`config.mk`:
```
export PLATFORM = sky130hd
export DESIGN_NAME = reg_stage_elastic
export DESIGN_NICKNAME = d
export VERILOG_FILES = /design/src/rtl/reg_stage_elastic.sv
export SDC_FILE = /design/constraint.sdc
export NUM_CORES = 1
export LEC_CHECK = 0
export CORE_MARGIN = 5
export CORE_UTILIZATION = 23
export CTS_CLUSTER_DIAMETER = 60
export CTS_CLUSTER_SIZE = 16
export DETAILED_ROUTE_END_ITERATION = 16
export SETUP_SLACK_MARGIN = 0.05
export SYNTH_ARGS = -nofsm -noshare
export SYNTH_HDL_FRONTEND = slang
export SYNTH_SLANG_ARGS = --single-unit
export TNS_END_PERCENT = 30
```
`constraint.sdc`:
```
create_clock -name clk -period 4.2 [get_ports clk]
set_input_delay 0.42 -clock clk [delete_from_list [all_inputs] [get_ports clk]]
set_output_delay 0.42 -clock clk [all_outputs]
set_load 0.005 [all_outputs]
```
`src/rtl/reg_stage_elastic.sv`:
```
// Elastic pipeline register with valid/ready handshake, a two-entry skid
// buffer and a synchronous flush. in_ready depends only on the state register
// and the rst/flush controls, so no combinational path runs from out_ready
// back to in_ready.
module reg_stage_elastic #(
    parameter int               WIDTH  = 32,
    parameter logic [WIDTH-1:0] BUBBLE = '0
) (
    input  logic             clk,
    input  logic             rst,
    input  logic             flush,
    input  logic             in_valid,
    output logic             in_ready,
    input  logic [WIDTH-1:0] in_data,
    output logic             out_valid,
    input  logic             out_ready,
    output logic [WIDTH-1:0] out_data,
    output logic [1:0]       occupancy
);

    typedef enum logic [1:0] {
        EMPTY = 2'd0,
        ONE   = 2'd1,
        TWO   = 2'd2
    } state_t;

    state_t           state;
    logic [WIDTH-1:0] main_q;
    logic [WIDTH-1:0] skid_q;
    logic             in_fire;

    // Accept whenever the skid slot is free and no reset or flush is in progress.
    assign in_ready = (state != TWO) & ~flush & ~rst;
    assign in_fire  = in_valid & in_ready;
    assign out_data = main_q;

    // Occupancy FSM: moves entries between input, main and skid registers and
    // keeps out_valid/occupancy registered alongside the state.
    // NOTE: skid_q is never reset; it is written on entry to TWO and read only
    // in TWO, so its power-up contents can never reach out_data.
    always_ff @(posedge clk) begin
        if (rst || flush) begin
            state     <= EMPTY;
            main_q    <= BUBBLE;
            out_valid <= 1'b0;
            occupancy <= 2'd0;
        end else begin
            case (state)
                EMPTY: begin
                    if (in_fire) begin
                        state     <= ONE;
                        main_q    <= in_data;
                        out_valid <= 1'b1;
                        occupancy <= 2'd1;
                    end
                end
                ONE: begin
                    if (in_fire && out_ready) begin
                        main_q <= in_data;
                    end else if (in_fire) begin
                        state     <= TWO;
                        skid_q    <= in_data;
                        occupancy <= 2'd2;
                    end else if (out_ready) begin
                        state     <= EMPTY;
                        main_q    <= BUBBLE;
                        out_valid <= 1'b0;
                        occupancy <= 2'd0;
                    end
                end
                TWO: begin
                    if (out_ready) begin
                        state     <= ONE;
                        main_q    <= skid_q;
                        occupancy <= 2'd1;
                    end
                end
                default: begin
                    state     <= EMPTY;
                    main_q    <= BUBBLE;
                    out_valid <= 1'b0;
                    occupancy <= 2'd0;
                end
            endcase
        end
    end

endmodule
```
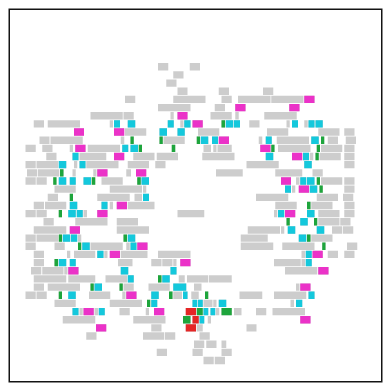
*Gate-type map*
(3 px per um)
Key: NOR gates = green [cells 37]; inverting AOI/OAI gates = cyan [cells 72]; multiplexers = magenta [cells 32]; AND and OR gates = red [cells 3]
multi-input gate share of the layout cell area: 28.3%
Final Instance Count excl. Fillers: 515
most common cell after layout, fill and taps aside: sky130_fd_sc_hd__clkdlybuf4s50_1

==> results.json <==
{
  "ys_top_logic_family": "AND-OR/OR-AND gates",
  "worstHoldPathType": "flip-flop to flip-flop",
  "synth.area.top_cells": "sky130_fd_sc_hd__edfxtp_1 (32%), sky130_fd_sc_hd__dfxtp_1 (24%), sky130_fd_sc_hd__mux2i_1 (11%)",
  "grt_antenna_before_repair": 0,
  "totalNegativeSetupSlack_ps": 0,
  "power_density_nw_per_um2": 395,
  "maxCapViolCount": 0,
  "timing.critical_path.required_ps": 3780,
  "post-cts-setup-buffer-count": 0,
  "post_cts_resized": 0,
  "syn_nets": 315,
  "fillerInstances": 1300,
  "status": "completed",
  "pre_cts_ws_ps": 1490,
  "worst_slack_ps": 1550,
  "critPathSlowestCell": "sky130_fd_sc_hd__or2_2",
  "number_of_nets_in_the_final_layout": 375,
  "cts_inserted_buffers": 9,
  "path_common_cell": "sky130_fd_sc_hd__clkdlybuf4s50_1",
  "floorplan.rows": 41,
  "clock_tree_from_tritoncts": "yes",
  "cts.htree.levels": 3,
  "chip_area_um2": 15300,
  "ios": 73,
  "drv_slew": 0,
  "lay_top_cells": "sky130_fd_sc_hd__clkdlybuf4s50_1 (71), sky130_fd_sc_hd__nand2_1 (34), sky130_fd_sc_hd__nor2_1 (34)",
  "slowest_delay_ps": 600,
  "seq_area_frac_synth_pct": 55.9,
  "final.hold.worst_slack_ps": 515,
  "final_cell_area_um2": 4080,
  "synthMostInstantiatedCell": "sky130_fd_sc_hd__dfxtp_1",
  "slew_headroom_pct": 15.0,
  "worstSetupStartpointType": "input pin",
  "placeableCoreArea_um2": 12600,
  "critPathCaptureType": "primary output",
  "ys_async_sr_fraction_pct": 0,
  "syn_to_final_growth_pct": 37.4,
  "clk_path_buf_depth": 2,
  "criticalPathCategory": "input pin to primary output",
  "wl_per_cell_um": 16.0,
  "global_route.overflow_total": 0,
  "post_synth_num_cell_types": 26,
  "synth-edff-count": 32,
  "worstPathCellList": "clkdlybuf4s50_1 > or2_2 > a21oi_1 > clkdlybuf4s50_1",
  "cts-hold-fix-buffers": 0,
  "rsz0062_at_grt": "false",
  "stage_log_warnings": 26,
  "mux_area_fraction_pct": 10.8,
  "yosys_area_um2": 2970,
  "insertion_delay_ps": 320,
  "placedInstanceArea_um2": 3780,
  "dpl.hpwl_um": 5170,
  "vdd_ir_drop_max_uv": 217,
  "max_clock_freq_mhz": 378,
  "synth.ff_latch_count": 67,
  "aoi_share_pct": 17.1,
  "grt_start_max_net_pins": 42,
  "numPortBuffers": 72,
  "synth-cells-yosys": 278,
  "clkSlewWorstSetupHoldPaths_ps": 50,
  "finClkSkew_ps": 6.44,
  "post-synth-top-area-cell": "sky130_fd_sc_hd__edfxtp_1",
  "synth_simple_gate_area_share_pct": 10.8,
  "cpLargestDelayFamily": "buffers and inverters",
  "grt_first_pass_wirelength_um": 12900,
  "placer_congestion": 0.726,
  "postSynthAreaPerCell_um2": 10.7,
  "multi_input_comb_area_um2": 1150,
  "drt_first_iter_violations": 130,
  "post-synth-top-area-fraction_pct": 32.4,
  "critical_path.n_buffers_inverters": 2
}
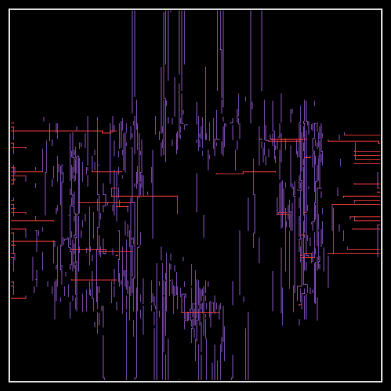
*Wiring by layer*
(3 px per um) Two of the layers only.
Key: met3 = red [wire length 443 um]; met2 = purple [wire length 3860 um]
total number of vias: 2388
total global-route track usage: 11.0%

[worst register-to-register path, cell delays in order, from the launching register on]
cell	delay, ps
sky130_fd_sc_hd__dfxtp_2	580
sky130_fd_sc_hd__or4b_1	670
sky130_fd_sc_hd__a22oi_2	600
sky130_fd_sc_hd__buf_4	370
sky130_fd_sc_hd__a22oi_1	110
sky130_fd_sc_hd__nor2_1	100
[layer usage]
metal  track usage, %  vias to the layer above  wire length [um]
li1                 -                     1151                 -
met1             14.3                     1146              3850
met2             17.0                       80              3860
met3             3.54                       11               443
met4             4.01                        0                85
met5                0                        -                 0
[power breakdown]
group	switching [mW]	leakage [nW]	internal (mW)
logic	0.0780	0.577	0.0789
clock network	0.259	0.147	0.491
registers	0.0126	0.572	0.694
total	0.350	1.30	1.26
[metrics by stage]
step	std cells	power, mW
after detailed placement	499	0.877
after global routing	515	1.68
final	515	1.61
after global placement	499	0.874
after CTS	515	1.63
after floorplan	278	0.802
[worst paths after layout]
check | start | endpoint | slack, ps | cells past startpoint
max | flush | in_ready | 1550 | 4
min | out_data[31]$_SDFFE_PP0P_ | out_data[31]$_SDFFE_PP0P_ | 510 | 2
max reg2reg | state[0]$_SDFFE_PP0P_ | out_data[26]$_SDFFE_PP0P_ | 1710 | 5
min reg2reg | out_data[31]$_SDFFE_PP0P_ | out_data[31]$_SDFFE_PP0P_ | 510 | 2
[layout make-up]
type,instances,area share (%)
well taps,172,5.27
clock inverters,2,0.858
repair buffers,76,18.3
inverters,1,0.0920
flip-flops and latches,67,40.8
multi-input cells,183,28.3
clock buffers,14,6.47
[sequential cells by signal (all words and copies together) (netlist names)]
register / flops
out_data: 32
skid_q: 32
out_valid: 1
state: 2
No activity file was given, so power comes from the tool's default toggle rates.
